**config.mk**
```make
export PLATFORM = sky130hd
export DESIGN_NAME = player_anim_sequencer
export DESIGN_NICKNAME = d
export VERILOG_FILES = /design/src/rtl/player_anim_sequencer.sv
export SDC_FILE = /design/constraint.sdc
export NUM_CORES = 1
export LEC_CHECK = 0
export CAP_MARGIN = 20
export CORE_MARGIN = 5
export CORE_UTILIZATION = 45
export CTS_CLUSTER_DIAMETER = 50
export DETAILED_ROUTE_END_ITERATION = 6
export PLACE_DENSITY = 0.68
export SLEW_MARGIN = 20
export SYNTH_ARGS = -nofsm -noshare
export SYNTH_HDL_FRONTEND = slang
export SYNTH_SLANG_ARGS = --single-unit
```
**constraint.sdc**
```tcl
create_clock -name Clk -period 17.91 [get_ports Clk]
set_input_delay 3.582 -clock Clk [delete_from_list [all_inputs] [get_ports Clk]]
set_output_delay 3.582 -clock Clk [all_outputs]
set_load 0.05 [all_outputs]
```
**src/rtl/player_anim_sequencer.sv**
```systemverilog
// player_anim_sequencer: chooses the player's animation clip from keycode and
// onPlatform, and steps that clip's frame once per video frame. It also maps
// the current DrawX/DrawY pixel to a sprite ROM word address and a spriteOn flag.
// Optional build macro: FLIP_EN. When it is defined, a facing register mirrors
// the column for left-facing run frames.
module player_anim_sequencer #(
    parameter int unsigned HOLD_TICKS = 6,      // frame ticks per animation frame (1..255)
    parameter logic [20:0] ROM_BASE   = 21'd0   // word offset of the player sheet
) (
    input  logic        Clk,
    input  logic        Reset,                  // asynchronous, active-low
    input  logic        frame_clk,
    input  logic [4:0]  keycode,
    input  logic        onPlatform,
    input  logic [9:0]  PlayerX,
    input  logic [9:0]  PlayerY,
    input  logic [9:0]  DrawX,
    input  logic [9:0]  DrawY,
    output logic [20:0] spriteAddress,
    output logic        spriteOn,
    output logic [9:0]  PlayerHeight,
    output logic [9:0]  PlayerWidth,
    output logic [2:0]  animState,
    output logic [2:0]  frameIdx
);

    localparam logic [2:0] S_STAND  = 3'd0;
    localparam logic [2:0] S_RUN    = 3'd1;
    localparam logic [2:0] S_PRONE  = 3'd2;
    localparam logic [2:0] S_AIM_UP = 3'd3;
    localparam logic [2:0] S_JUMP   = 3'd4;

    // Clip table lookups. Every frame of a clip is W*H words, stored row-major.
    function automatic logic [9:0] clip_width(input logic [2:0] s);
        case (s)
            S_PRONE:          return 10'd48;
            S_JUMP, S_AIM_UP: return 10'd24;
            default:          return 10'd32;
        endcase
    endfunction

    function automatic logic [9:0] clip_height(input logic [2:0] s);
        case (s)
            S_PRONE, S_JUMP: return 10'd24;
            S_AIM_UP:        return 10'd64;
            default:         return 10'd48;
        endcase
    endfunction

    function automatic logic [2:0] clip_frames(input logic [2:0] s);
        case (s)
            S_RUN:   return 3'd6;
            S_JUMP:  return 3'd4;
            default: return 3'd1;
        endcase
    endfunction

    function automatic logic [20:0] clip_offset(input logic [2:0] s);
        case (s)
            S_RUN:    return 21'd1536;
            S_PRONE:  return 21'd10752;
            S_JUMP:   return 21'd11904;
            S_AIM_UP: return 21'd14208;
            default:  return 21'd0;
        endcase
    endfunction

    logic        r_sync1, r_sync2, r_sync3;
    logic        w_tick;
    logic [2:0]  w_req;
    logic [2:0]  r_anim_state, r_frame_idx;
    logic [7:0]  r_hold;
    logic [9:0]  r_width, r_height;
    logic [20:0] r_addr;
    logic        r_on;

    // Bring frame_clk into the Clk domain, and keep one extra stage for edge detection.
    always_ff @(posedge Clk or negedge Reset) begin
        if (!Reset) begin
            r_sync1 <= 1'b0;
            r_sync2 <= 1'b0;
            r_sync3 <= 1'b0;
        end else begin
            // NOTE: non-blocking assignments let each stage take its neighbour's old value, which makes this a true shift chain.
            r_sync1 <= frame_clk;
            r_sync2 <= r_sync1;
            r_sync3 <= r_sync2;
        end
    end

    assign w_tick = r_sync2 & ~r_sync3;

    // Requested clip. Airborne or a jump request takes priority over the move code.
    always_comb begin
        // NOTE: assigning a default before the branches prevents an inferred latch when no branch matches.
        w_req = S_STAND;
        if (!onPlatform || keycode[4]) begin
            w_req = S_JUMP;
        end else begin
            case (keycode[3:0])
                4'd1:                               w_req = S_PRONE;
                4'd3:                               w_req = S_AIM_UP;
                4'd2, 4'd4, 4'd5, 4'd6, 4'd7, 4'd8: w_req = S_RUN;
                default:                            w_req = S_STAND;
            endcase
        end
    end

    // Animation FSM. It changes clip, or advances the hold counter and frame, once per tick.
    always_ff @(posedge Clk or negedge Reset) begin
        if (!Reset) begin
            r_anim_state <= S_STAND;
            r_frame_idx  <= 3'd0;
            r_hold       <= 8'd0;
            r_width      <= 10'd32;
            r_height     <= 10'd48;
        end else if (w_tick) begin
            if (w_req != r_anim_state) begin
                r_anim_state <= w_req;
                r_frame_idx  <= 3'd0;
                r_hold       <= 8'd0;
                r_width      <= clip_width(w_req);
                r_height     <= clip_height(w_req);
            end else if (r_hold == 8'(HOLD_TICKS - 1)) begin
                r_hold      <= 8'd0;
                r_frame_idx <= (r_frame_idx == clip_frames(r_anim_state) - 3'd1)
                               ? 3'd0 : r_frame_idx + 3'd1;
            end else begin
                r_hold <= r_hold + 8'd1;
            end
        end
    end

    logic [9:0]  w_dx, w_dy, w_col;
    logic [10:0] w_x_end, w_y_end;
    logic        w_inside;
    logic [20:0] w_addr;

`ifdef FLIP_EN
    logic r_face_left;

    // Facing changes only when a run is requested. Keys 4, 6 and 8 face left; 2, 5 and 7 face right.
    always_ff @(posedge Clk or negedge Reset) begin
        if (!Reset) begin
            r_face_left <= 1'b0;
        end else if (w_tick && w_req == S_RUN) begin
            r_face_left <= (keycode[3:0] == 4'd4) || (keycode[3:0] == 4'd6) ||
                           (keycode[3:0] == 4'd8);
        end
    end

    assign w_col = r_face_left ? (r_width - 10'd1 - w_dx) : w_dx;
`else
    assign w_col = w_dx;
`endif

    assign w_dx     = DrawX - PlayerX;
    assign w_dy     = DrawY - PlayerY;
    // The far edges are computed in 11 bits so that a sprite near X=1023 cannot wrap and produce a false hit.
    assign w_x_end  = {1'b0, PlayerX} + {1'b0, r_width};
    assign w_y_end  = {1'b0, PlayerY} + {1'b0, r_height};
    assign w_inside = (DrawX >= PlayerX) && ({1'b0, DrawX} < w_x_end) &&
                      (DrawY >= PlayerY) && ({1'b0, DrawY} < w_y_end);
    assign w_addr   = ROM_BASE + clip_offset(r_anim_state)
                    + 21'(r_frame_idx) * (21'(r_width) * 21'(r_height))
                    + 21'(w_dy) * 21'(r_width)
                    + 21'(w_col);

    // Registered pixel lookup. It reads the pre-tick clip/frame, so it lags DrawX/DrawY by one cycle.
    always_ff @(posedge Clk or negedge Reset) begin
        if (!Reset) begin
            r_on   <= 1'b0;
            r_addr <= 21'd0;
        end else if (w_inside) begin
            r_on   <= 1'b1;
            r_addr <= w_addr;
        end else begin
            r_on   <= 1'b0;
            r_addr <= 21'd0;
        end
    end

    assign spriteAddress = r_addr;
    assign spriteOn      = r_on;
    assign PlayerHeight  = r_height;
    assign PlayerWidth   = r_width;
    assign animState     = r_anim_state;
    assign frameIdx      = r_frame_idx;

endmodule

```
==> changes_impl.md, run 1 <==
## Implementation

- Outcome: finished, final reports clean
- Post-synthesis sequential area ratio: 16.6%
- CTS Hold Bufs: 0
- Antenna violations before repair: 0
- Achievable frequency: 98.5 MHz
- Flop-to-flop setup slack: 10.32 ns
- Signal buf overhead: 10.5%
- Ant. Diodes: 0
- Critical path class: input port to flop
- Hpwl dp: 12.5 mm
- Mean Syn Cell Area: roughly 9 µm²
- Initial DRC count: around 280
- Register Area: about 1200 µm²
- Crit path depth: 27
- Area grow syn2layout: 16.0%
- Unrepaired setup endpoints after global routing: no
- First-pass GRT wire length: 24.9 mm
- Post-synth cell types: 69
- WL met3: between 500 and 600 µm
- Fp_density: 45.9%
- Largest cell class: logic gates
- Crit share post-route: between 50 and 60%
- Hold slack: between 0.3 and 0.4 ns
- Combinational power share: 80.6%
- Worst-Margin Slew: 0.603 ns
- Largest register FFs: 21
- Most common cell in the netlist: ha_1
- Ao+oa area frac: 11.5%
- Via density: 5.20
- Worst reg2reg endpoint: spriteAddress[19]
- Synth top cells by count: ha_1 (142), inv_1 (138), and2_1 (52), fa_1 (52), nor2_1 (45)
- Metal2 WL: between 7 and 8 mm
- Maximum VDD drop: 0.150 mV
- Num rows: 45
- Top cells by area: ha_1 (25%), dfrtp_1 (15%), fa_1 (15%)
- Number of global-route vias before repair: 5314
- Gate Area: 5190 µm²
- Met1 Use GR: 22.5%
- Max incr delay on CP: 0.55 ns
- Post-synth EDFFs: 0
- Yosys cell count: 781
- Final hold violations: 0
- Slew Viols, Final: 0
- Multi-input gates: 583
- Drt drc: 0
- Lkg Pwr: 4.19 nW
- Simple-Gate Area Share: between 10% and 20%
- Worst path bufs/invs: 6
- Layout clock area frac: 1.76%
- CTS Buffer Depth: 2
- Worst Hold Path Cells: 0
- Top Consumer: combinational cells
- Router iterations before antenna repair: 6
- Max Used Layer: met4
- Die Width: between 100 and 150 µm
- Setup violations, final: 0
- Antenna-violating nets left: 0
- Most frequent cells in the layout: ha_1 (142), inv_1 (138), clkdlybuf4s50_1 (82)
- Slew margin rel.: 59.8%
- Post-Syn Area: 6980 µm²
- Crit path to: spriteAddress[19]
- Synthesis area per yosys: 6980 µm²
- Critical path required time: 18.11 ns
- Pwr Density: about 150 nW/µm²
- Ys async rst share: 100%
- I/O pin count: 97
- Post-synth top area cell: ha_1
- Core area: 15200 µm²
- Metal1 wirelength: 6.85 mm
- Post-CTS Setup Bufs: 0
- CTS tree: done
- Worst setup margin: 7.76 ns
- Sw Ratio: 51.4%
- Synth Warn #: 0
- Post-synth regs: 46
- Synth mux share: 0.484%
- GRT met2 Usage: just under 30%
run 1: worst reg2reg max path: stages, from the launching register on:
cell	delay, ns
dfrtp_1	0.72
nand2_1	0.17
fa_1	0.43
inv_1	0.06
ha_1	0.17
inv_1	0.06
fa_1	0.47
inv_1	0.04
ha_1	0.33
ha_1	0.30
a21o_1	0.17
a21oi_1	0.18
xnor2_1	0.19
and2_1	0.19
fa_1	0.42
ha_1	0.29
inv_1	0.05
fa_1	0.52
inv_1	0.05
fa_1	0.50
fa_1	0.48
ha_1	0.31
ha_1	0.37
and3_1	0.28
o311ai_0	0.24
a31oi_1	0.27
nor3_1	0.07
nor3_1	0.17
run 1: cell families after synthesis:
group,count (synthesis)
compound gates,119
xor+xnor,36
fa+ha+maj,194
buf+inv,164
flops,46
mux,3
other cells,1
simple gates,218
### Clock wires, drivers and flops, run 1

Scale: 4 px per µm.
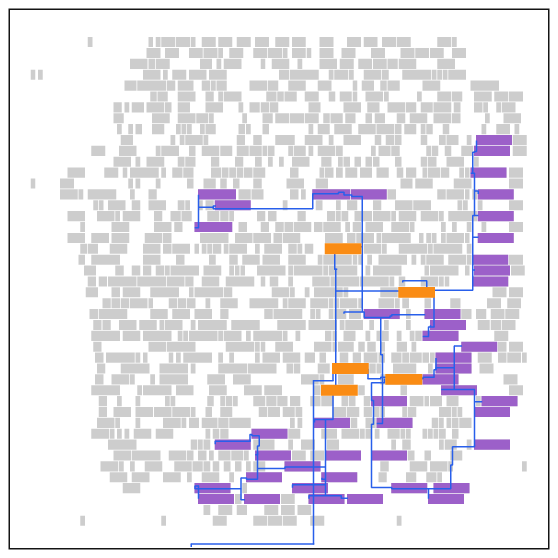
[clock wires] blue | length: 614 µm
[cells driving clock nets] orange | count: 5
[flip-flops] purple | count: 46
routed clock nets: 6
clock power share: 7.7%
clock network power: 90.4 µW
clock skew: 0.0102 ns
Late-Pin Clk Latency: 0.28 ns

### Metal layers overlaid, run 1

Scale: 2 px per µm. Two of the layers only.
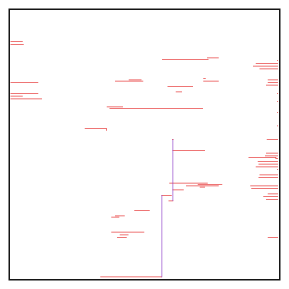
| layer | color | wire length |
|---|---|---|
| met3 | red | 526 µm |
| met4 | purple | 71.4 µm |
via count: 5451
wirelength, routed: 14.7 mm
wire length per cell: 14.1 µm
all-layer global routing usage: 16.4%

### Pin map, run 1

Scale: 3 px per µm. Pins as bars across the die edge, other pins in gray.
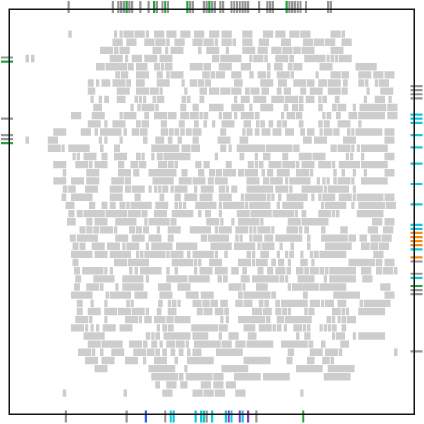
| port | color | pins | direction | edge |
|---|---|---|---|---|
| frameIdx | purple | 3 | output | bottom |
| Clk | blue | 1 | input | bottom |
| keycode | orange | 5 | input | right |
| spriteAddress | cyan | 21 | output | 12 right, 9 bottom |
| PlayerHeight | green | 10 | output | 6 top, 2 left, 1 bottom, 1 right |
all pins by edge: 45 top, 27 right, 19 bottom, 6 left

### The clock network, run 1

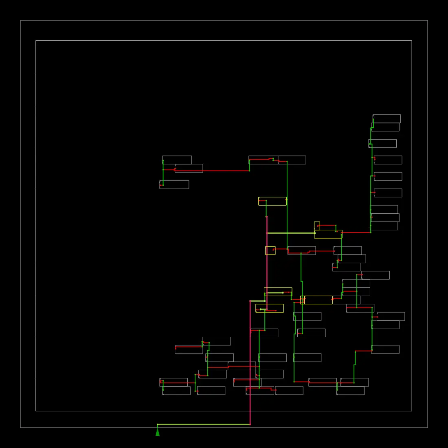
clk sinks: 46
final-layout clock buffer total: 6
Seq cells: 46
TritonCTS Buffers: 5

==> run 1 -> run 2 <==
==> constraint.sdc (replaced) <==
create_clock -name Clk -period 10 [get_ports Clk]
set_input_delay 2 -clock Clk [delete_from_list [all_inputs] [get_ports Clk]]
set_output_delay 2 -clock Clk [all_outputs]
set_load 0.05 [all_outputs]
### The clock network, run 2

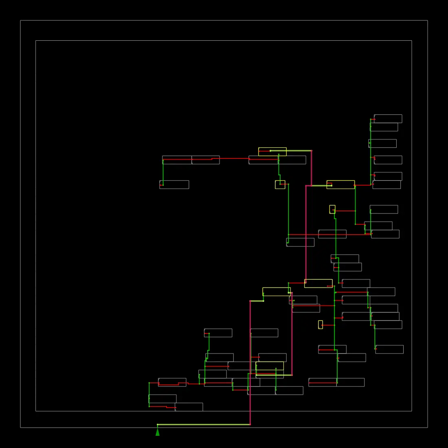
clock network power: 163 µW
clock skew: 0.00336 ns

==> run 2 against run 1 <==
  * Setup slack got worse by 6.4 ns
  * Via count fell by 1.7%
  * Sequential share of layout area unchanged
==> changes_impl.md, run 2 <==
## Implementation

- Post-synth cell types: 69 (unchanged)
- Die height: roughly 130 µm
- Hold Startpoint: r_sync1
- I/O pin count: 97 (unchanged)
- Ant. Diodes: 0 (unchanged)
- Top Consumer: combinational cells
- Maximum VDD drop: 0.252 mV (+68%)
- Outcome: finished, final reports clean
- Post-synth top area cell: ha_1
- Top cells by area: ha_1 (25%), dfrtp_1 (15%), fa_1 (15%)
- Via count: 5361 (-1.7%)
- Flop-to-flop setup slack: 2.44 ns (-7.88 ns)
- Achievable frequency: about 120 MHz
- Post-layout minimum cycle time: 8.67 ns
- Crit path to: spriteAddress[19]
- Slew margin rel.: 56.5% (-3.3 points)
- Unrepaired setup endpoints after global routing: no
- Metal1 wirelength: 6.83 mm (-0.26%)
- Max Used Layer: met4
- CTS Buffer Depth: 2 (unchanged)
- Core area: 15200 µm² (unchanged)
- Number of global-route vias before repair: 5274 (-0.75%)
- Critical path required time: 10.21 ns (-7.90 ns)
- Router iterations before antenna repair: 4 (-2)
- Worst setup margin: 1.33 ns (-6.43 ns)
- Met1 Use GR: 22.5% (+0.081 points)
- Num rows: 45 (unchanged)
- Post-Syn Area: 6980 µm² (unchanged)
- Post-synthesis sequential area ratio: 16.6% (unchanged)
- Crit share post-route: 86.7%
- Synthesis area per yosys: 6980 µm² (unchanged)
- Setup violations, final: 0 (unchanged)
- Metal2 WL: 7.12 mm (-2.5%)
- Area grow syn2layout: 16.0% (unchanged)
- Synth top cells by count: ha_1 (142), inv_1 (138), and2_1 (52), fa_1 (52), nor2_1 (45)
- Initial DRC count: 247 (-11%)
- Max incr delay on CP: 0.57 ns (+0.02 ns)
- Wire length per cell: 13.9 µm (-1.1%)
- Worst-Margin Slew: 0.645 ns (+0.0419 ns)
- Antenna violations before repair: 0 (unchanged)
- TritonCTS Buffers: 5 (unchanged)
- Critical path class: input port to flop
- Synth Warn #: 0 (unchanged)
- Combinational power share: 80.6% (about the same)
- Sw Ratio: 51.4% (about the same)
- Largest register FFs: 21 (unchanged)
- Setup_tns: 0 ns
- Lkg Pwr: 4.19 nW (unchanged)
- Most frequent cells in the layout: ha_1 (142), inv_1 (138), clkdlybuf4s50_1 (82)
- Antenna-violating nets left: 0 (unchanged)
- All-layer global routing usage: 16.5% (+0.050 points)
- Hpwl dp: 12.6 mm (+0.43%)
- Fp_density: 45.9% (unchanged)
- Ys async rst share: 100% (unchanged)
- Mean Syn Cell Area: 8.93 µm² (unchanged)
- Most common cell in the netlist: ha_1
- Via density: 5.11 (-1.7%)
- Die Width: 135 µm (unchanged)
- Drt drc: 0 (unchanged)
- Clock power share: 7.7% (about the same)
- Critical Path Start Type: input port
- WL met3: 484 µm (-7.8%)
- Post-synth EDFFs: 0 (unchanged)
- Yosys cell count: 781 (unchanged)
- Hold slack: 0.352 ns (+0.00208 ns)
- Post-CTS Setup Bufs: 0 (unchanged)
- Wirelength, routed: 14.6 mm (-1.1%)
- Clk sinks: 46 (unchanged)
- Worst Hold Path Cells: 0 (unchanged)
- Worst reg2reg endpoint: spriteAddress[19]
- CTS tree: done
- Slew Viols, Final: 0 (unchanged)
- Final hold violations: 0 (unchanged)
- Crit path depth: 27 (unchanged)
- Worst path bufs/invs: 6 (unchanged)
- Pwr Density: 261 nW/µm² (+79%)
### Clock wires, drivers and flops, run 2

Scale: 4 px per µm.
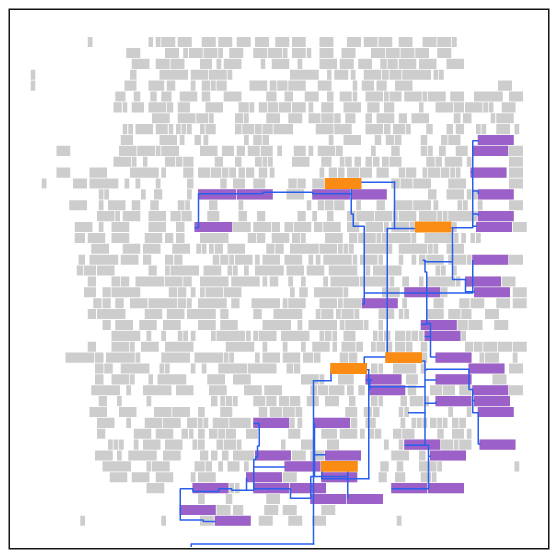
[clock wires] blue | length: 646 µm
[cells driving clock nets] orange | count: 5
[flip-flops] purple | count: 46
routed clock nets: 6
Late-Pin Clk Latency: 0.29 ns

run 2: cell counts after synthesis:
No cell type changed its count.
run 2: logic make-up after synthesis:
| group | synth area share [%] |
|---|---|
| multiplexers | 0.484 |
| AND/OR/NAND/NOR | 16.8 |
| AND-OR/OR-AND | 11.5 |
| flip-flops | 16.6 |
| adder cells (fa/ha/maj) | 40.4 |
| other | 0.0538 |
| XOR/XNOR | 4.52 |
| buffers and inverters | 9.65 |
run 2: cell type report:
cell class / instances / area (µm²) / share of cell area [%]
well taps: 188 / 235 / 2.91
clock buffers: 6 / 129 / 1.59
flip-flops and latches: 46 / 1150 / 14.3
inverters: 138 / 518 / 6.40
clock inverters: 2 / 13.8 / 0.170
multi-input cells: 583 / 5190 / 64.2
repair buffers: 86 / 848 / 10.5
==> run 2 -> run 3 <==
--- a/config.mk
+++ b/config.mk
@@ -10,7 +10,8 @@
 export CORE_UTILIZATION = 45
 export CTS_CLUSTER_DIAMETER = 50
 export DETAILED_ROUTE_END_ITERATION = 6
-export PLACE_DENSITY = 0.68
+export GPL_TIMING_DRIVEN = 0
+export PLACE_DENSITY = 0.64
 export SLEW_MARGIN = 20
 export SYNTH_ARGS = -nofsm -noshare
 export SYNTH_HDL_FRONTEND = slang
### Metal layers overlaid, run 3

Scale: 2 px per µm. Two of the layers only.
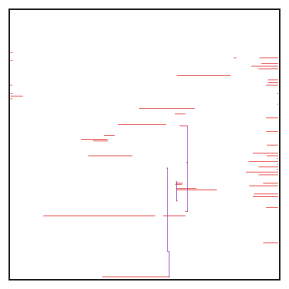
| layer | color | wire length |
|---|---|---|
| met4 | purple | 108 µm |
| met3 | red | 480 µm |

==> run 3 against run 2 <==
  * Fmax is 0.63% lower
  * Area after synthesis stayed put
  * Combinational power hardly changed
  * Synthesized cell count stayed put
  * Critical path depth stayed put
  * Sequential share of layout area is 0.31 points lower
  * Clock-buffer cell count is 1 lower
==> changes_impl.md, run 3 <==
## Implementation

- Outcome: finished, final reports clean
- Post-CTS Setup Bufs: 0 (unchanged)
- Synth top cells by count: ha_1 (142), inv_1 (138), and2_1 (52), fa_1 (52), nor2_1 (45)
- Setup_tns: 0 ns (unchanged)
- Metal1 wirelength: 7.10 mm (+4.1%)
- Top Consumer: combinational cells
- Xor/xnor share: 4.52% (unchanged)
- CTS tree: done
- Multi-input gates: 583 (unchanged)
- Post-layout minimum cycle time: 8.72 ns (+0.0546 ns)
- Non-clk bufs: 110 (+28%)
- Mean Syn Cell Area: 8.93 µm² (unchanged)
- Drt drc: 0 (unchanged)
- Die Width: 135 µm (unchanged)
- Final-layout clock buffer total: 5 (-1)
- Ant. Diodes: 0 (unchanged)
- Achievable frequency: 115 MHz (-0.63%)
- Via density: 5.08 (-0.67%)
- Top cells by area: ha_1 (25%), dfrtp_1 (15%), fa_1 (15%)
- Hold Startpoint: r_sync1
- Met1 Use GR: 23.6% (+1.1 points)
- Num rows: 45 (unchanged)
- Final hold violations: 0 (unchanged)
- Lkg Pwr: 4.29 nW (+2.4%)
- Via count: 5447 (+1.6%)
- Worst setup margin: 1.28 ns (-0.0546 ns)
- Hold slack: 0.356 ns (+0.00390 ns)
- Wire length per cell: 13.9 µm (-0.17%)
- Worst path bufs/invs: 6 (unchanged)
- TritonCTS Buffers: 5 (unchanged)
- Initial DRC count: 295 (+19%)
- Layout clock area frac: 2.04% (+0.28 points)
- Pwr Density: 260 nW/µm² (-0.34%)
- Flop-to-flop setup slack: 2.12 ns (-0.32 ns)
- Post-synth EDFFs: 0 (unchanged)
- I/O pin count: 97 (unchanged)
- Hpwl dp: 12.8 mm (+1.4%)
- Synth mux share: 0.484% (unchanged)
- Crit share post-route: 87.2% (+0.55 points)
### Selected gate families, run 3

Scale: 3 px per µm.
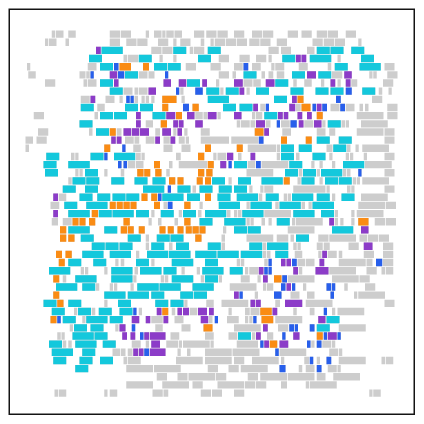
| family | color | cells |
|---|---|---|
| NAND gates | blue | 64 |
| inverting AOI/OAI gates | purple | 94 |
| AND and OR gates | orange | 73 |
| adder and majority cells | cyan | 194 |
fin cells: 1073
Comb/total area: 62.8%
Top cell excl fill/tap: ha_1

[run 3: cell counts after synthesis]
Identical to the previous run, type by type.
[run 3: how the worst max path moves through the flow]
stage	to	slack, ns	cells after the start	startpoint
after floorplan	spriteAddress[18]	2.05	27	DrawY[0]
after global placement	spriteAddress[19]	0.96	27	PlayerY[0]
after detailed placement	spriteAddress[19]	0.99	27	PlayerY[0]
after CTS	spriteAddress[19]	1.24	27	PlayerY[0]
after global routing	spriteAddress[19]	0.86	28	DrawY[0]
final	spriteAddress[19]	1.28	27	PlayerY[0]
Power is estimated from default activity; no workload was simulated.
